final_placement.png
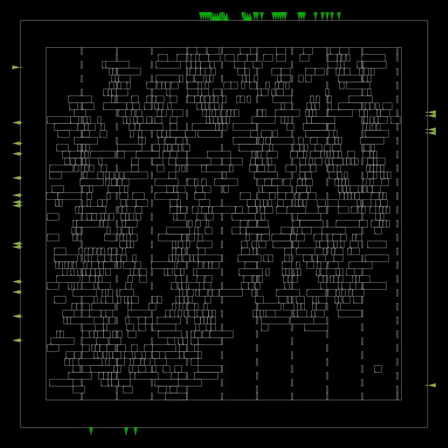
gate_families.png
Bar = 50 um.
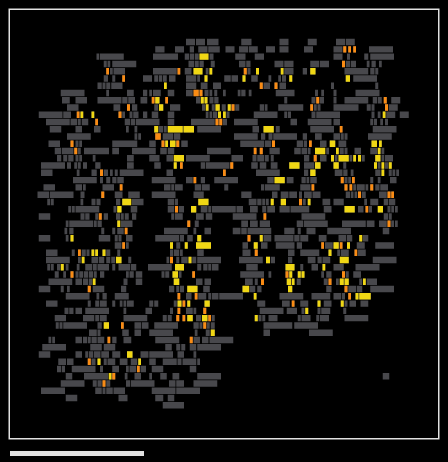
metal_stack.png
Bar = 50 um.
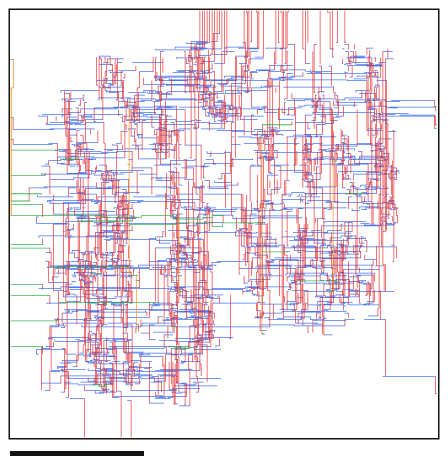
met4.png
Bar = 50 um.
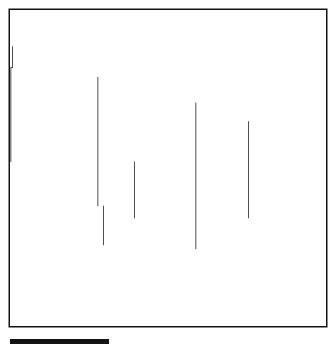
**src/rtl/ro_scan_pkg.sv**
```systemverilog
// Shared types and helpers for the ring-oscillator scan meter: FSM state
// encoding, settle-time floor and the mask bit-search used to walk channels.
package ro_scan_pkg;

  typedef enum logic [2:0] {
    ST_IDLE,
    ST_SELECT,
    ST_SETTLE,
    ST_GATE,
    ST_ACCUM,
    ST_PUBLISH
  } state_e;

  // The edge path needs three clk cycles to flush after a mux change, plus one of margin.
  localparam int SETTLE_MIN_CYC = 4;
  localparam int MAX_CH         = 16;

  typedef struct packed {
    logic       found;
    logic [3:0] idx;
  } bit_sel_t;

  // Lowest set bit of mask at index >= from; found = 0 when there is none.
  function automatic bit_sel_t next_set_bit(input logic [MAX_CH-1:0] mask,
                                            input logic [4:0]        from);
    bit_sel_t sel;
    sel = '0;
    for (int i = MAX_CH - 1; i >= 0; i--) begin
      if (mask[i] && (5'(i) >= from)) begin
        sel.found = 1'b1;
        sel.idx   = 4'(i);
      end
    end
    return sel;
  endfunction

endpackage

```
**src/rtl/ro_edge_sync.sv**
```systemverilog
// Two-flop synchronizer for the selected oscillator followed by a rising-edge
// detector; rise_o is a single-cycle pulse in the clk domain.
module ro_edge_sync (
  input  logic clk,
  input  logic rst_n,
  input  logic d_i,
  output logic rise_o
);

  logic meta_q;
  logic sync_q;
  logic prev_q;

  // NOTE: sequential state uses non-blocking assignments so every flop samples pre-edge values.
  always_ff @(posedge clk or negedge rst_n) begin
    if (!rst_n) begin
      meta_q <= 1'b0;
      sync_q <= 1'b0;
      prev_q <= 1'b0;
    end else begin
      meta_q <= d_i;
      sync_q <= meta_q;
      prev_q <= sync_q;
    end
  end

  assign rise_o = sync_q & ~prev_q;

endmodule

```
**src/rtl/ro_scan_meter.sv**
```systemverilog
// Multi-channel ring-oscillator meter: sweeps the masked channels one at a
// time, averages 2^AVG_LOG2 gated edge counts each, and hands out results.
module ro_scan_meter
  import ro_scan_pkg::*;
#(
  parameter int N_CH       = 4,
  parameter int CNT_W      = 16,
  parameter int WIN_W      = 16,
  parameter int AVG_LOG2   = 3,
  parameter int SETTLE_CYC = 8
) (
  input  logic                    clk,
  input  logic                    rst_n,
  input  logic                    en_i,
  input  logic                    start_i,
  input  logic                    continuous_i,
  input  logic [N_CH-1:0]         cfg_mask_i,
  input  logic [WIN_W-1:0]        cfg_window_i,
  input  logic [N_CH-1:0]         osc_in_i,
  output logic [N_CH-1:0]         osc_en_o,
  output logic                    busy_o,
  output logic                    result_valid_o,
  input  logic                    result_ack_i,
  output logic [$clog2(N_CH)-1:0] result_ch_o,
  output logic [CNT_W-1:0]        result_data_o,
  output logic                    result_sat_o
);

  localparam int CH_W       = $clog2(N_CH);
  localparam int ACC_W      = CNT_W + AVG_LOG2;
  localparam int ITER_W     = (AVG_LOG2 > 0) ? AVG_LOG2 : 1;
  localparam int SETTLE_EFF = (SETTLE_CYC < SETTLE_MIN_CYC) ? SETTLE_MIN_CYC : SETTLE_CYC;
  localparam int SET_W      = $clog2(SETTLE_EFF);

  localparam logic [ITER_W-1:0] ITER_LAST = ITER_W'((1 << AVG_LOG2) - 1);
  localparam logic [SET_W-1:0]  SET_LAST  = SET_W'(SETTLE_EFF - 1);

  state_e             state_q,   state_d;
  logic [N_CH-1:0]    mask_q,    mask_d;
  logic [WIN_W-1:0]   win_q,     win_d;
  logic [CH_W-1:0]    ptr_q,     ptr_d;
  logic [SET_W-1:0]   settle_q,  settle_d;
  logic [WIN_W-1:0]   win_cnt_q, win_cnt_d;
  logic [ITER_W-1:0]  iter_q,    iter_d;
  logic [CNT_W-1:0]   cnt_q,     cnt_d;
  logic [ACC_W-1:0]   acc_q,     acc_d;
  logic               sat_q,     sat_d;

  logic     osc_sel;
  logic     edge_rise;
  bit_sel_t first_sel;
  bit_sel_t next_sel;
  bit_sel_t wrap_sel;

  // Single shared edge path; SETTLE covers its flush after every channel switch.
  assign osc_sel = osc_in_i[ptr_q];

  ro_edge_sync u_edge_sync (
    .clk    (clk),
    .rst_n  (rst_n),
    .d_i    (osc_sel),
    .rise_o (edge_rise)
  );

  assign first_sel = next_set_bit(MAX_CH'(cfg_mask_i), 5'd0);
  assign next_sel  = next_set_bit(MAX_CH'(mask_q), 5'(ptr_q) + 5'd1);
  assign wrap_sel  = next_set_bit(MAX_CH'(mask_q), 5'd0);

  always_ff @(posedge clk or negedge rst_n) begin
    if (!rst_n) begin
      state_q   <= ST_IDLE;
      mask_q    <= '0;
      win_q     <= '0;
      ptr_q     <= '0;
      settle_q  <= '0;
      win_cnt_q <= '0;
      iter_q    <= '0;
      cnt_q     <= '0;
      acc_q     <= '0;
      sat_q     <= 1'b0;
    end else begin
      state_q   <= state_d;
      mask_q    <= mask_d;
      win_q     <= win_d;
      ptr_q     <= ptr_d;
      settle_q  <= settle_d;
      win_cnt_q <= win_cnt_d;
      iter_q    <= iter_d;
      cnt_q     <= cnt_d;
      acc_q     <= acc_d;
      sat_q     <= sat_d;
    end
  end

  always_comb begin
    // NOTE: every next-state signal takes its hold value first so no path infers a latch.
    state_d   = state_q;
    mask_d    = mask_q;
    win_d     = win_q;
    ptr_d     = ptr_q;
    settle_d  = settle_q;
    win_cnt_d = win_cnt_q;
    iter_d    = iter_q;
    cnt_d     = cnt_q;
    acc_d     = acc_q;
    sat_d     = sat_q;

    unique case (state_q)
      ST_IDLE: begin
        if (start_i && first_sel.found) begin
          mask_d  = cfg_mask_i;
          win_d   = (cfg_window_i == '0) ? WIN_W'(1) : cfg_window_i;
          ptr_d   = CH_W'(first_sel.idx);
          state_d = ST_SELECT;
        end
      end

      ST_SELECT: begin
        settle_d  = '0;
        win_cnt_d = '0;
        iter_d    = '0;
        cnt_d     = '0;
        acc_d     = '0;
        sat_d     = 1'b0;
        state_d   = ST_SETTLE;
      end

      ST_SETTLE: begin
        if (settle_q == SET_LAST) begin
          state_d = ST_GATE;
        end else begin
          settle_d = settle_q + 1'b1;
        end
      end

      ST_GATE: begin
        // sat marks an edge lost because the count was already pinned at all-ones.
        if (edge_rise) begin
          if (cnt_q == '1) begin
            sat_d = 1'b1;
          end else begin
            cnt_d = cnt_q + 1'b1;
          end
        end
        if (win_cnt_q == win_q - 1'b1) begin
          state_d = ST_ACCUM;
        end else begin
          win_cnt_d = win_cnt_q + 1'b1;
        end
      end

      ST_ACCUM: begin
        acc_d     = acc_q + ACC_W'(cnt_q);
        cnt_d     = '0;
        win_cnt_d = '0;
        if (iter_q == ITER_LAST) begin
          state_d = ST_PUBLISH;
        end else begin
          iter_d  = iter_q + 1'b1;
          state_d = ST_GATE;
        end
      end

      ST_PUBLISH: begin
        if (result_ack_i) begin
          if (next_sel.found) begin
            ptr_d   = CH_W'(next_sel.idx);
            state_d = ST_SELECT;
          end else if (continuous_i && wrap_sel.found) begin
            ptr_d   = CH_W'(wrap_sel.idx);
            state_d = ST_SELECT;
          end else begin
            state_d = ST_IDLE;
          end
        end
      end

      default: state_d = ST_IDLE;
    endcase

    // Disable wins over everything, including a result still waiting for ack.
    if (!en_i) begin
      state_d = ST_IDLE;
    end
  end

  assign busy_o         = (state_q != ST_IDLE);
  assign result_valid_o = (state_q == ST_PUBLISH);
  assign osc_en_o       = busy_o ? (N_CH'(1) << ptr_q) : '0;
  assign result_ch_o    = ptr_q;
  assign result_data_o  = CNT_W'(acc_q >> AVG_LOG2);
  assign result_sat_o   = sat_q;

endmodule

```
**config.mk**
```make
export PLATFORM = sky130hd
export DESIGN_NAME = ro_scan_meter
export DESIGN_NICKNAME = d
export VERILOG_FILES = /design/src/rtl/ro_scan_pkg.sv /design/src/rtl/ro_edge_sync.sv /design/src/rtl/ro_scan_meter.sv
export SDC_FILE = /design/constraint.sdc
export NUM_CORES = 1
export LEC_CHECK = 0
export ABC_AREA = 1
export CAP_MARGIN = 15
export CORE_MARGIN = 10
export CORE_UTILIZATION = 30
export CTS_BUF_LIST = sky130_fd_sc_hd__clkbuf_4
export DETAILED_ROUTE_END_ITERATION = 10
export PLACE_DENSITY_LB_ADDON = 0.08
export SKIP_CTS_REPAIR_TIMING = 1
export SLEW_MARGIN = 20
export SYNTH_ARGS = -nofsm -noshare
export SYNTH_HDL_FRONTEND = slang
export SYNTH_SLANG_ARGS = --single-unit
```
**constraint.sdc**
```tcl
create_clock -name clk -period 2.09 [get_ports clk]
set_input_delay 0.627 -clock clk [delete_from_list [all_inputs] [get_ports clk]]
set_output_delay 0.627 -clock clk [all_outputs]
set_load 0.01 [all_outputs]
```
==> qor.csv <==
metric;value;unit
status;complete, no violations;
largest_reg_flops;19;
intPower;0.00400;W
overflow;0;
timing.setup.critical_path_class;flop to output port;
reg2reg_slack;0.04;ns
num_antenna_cells;1;
fin_crit;2.07;ns
post-route-util;41.0;%
fin_area;0.00796;sq mm
critPathCaptureType;output port;
slowest_delay;0.45;ns
final-comb-area;0.00357;sq mm
ff_type;dfrtp_1;
synth_top_cell_by_area;dfrtp_1;
cp-start-kind;flop;
crit_family;flip-flops;
numCtsBuffers;9;
cpMaxStageDelayCell;dfrtp_2;
topCellsByArea;dfrtp_1, nand2_1, inv_1;
required;1.46;ns
rsz0062_at_grt;true;
finalHoldViolations;0;
use_met1;16.4;%
crit_start;result_ch_o[0];
use_met3;2.01;%
finalCritPeriodShare;98.8;%
Notes on final_placement.png above:
Seq/total area: 27.1%
non-filler cells, final: 1223

Notes on gate_families.png above:
NOR gates -> yellow  # cells 116
inverters -> orange  # cells 94
highest-count logic cell in the final layout: nand2_1
combinational share of cell area: 44.9%

Notes on metal_stack.png above:
met3 -> green  # wire length 451 um
met2 -> red  # wire length 8490 um
met4 -> orange  # wire length 296 um
met1 -> blue  # wire length 7740 um
DR WL/cell: 13.9 um
Tot GR Track Use: 12.9%
final WL: 17.0 mm

Notes on met4.png above:
share of all routed wire = 1.7%
longest straight run = 74.1 um
wire length on this layer = 296 um
nets with wire on the layer = 4
via count of the routed design: 5682

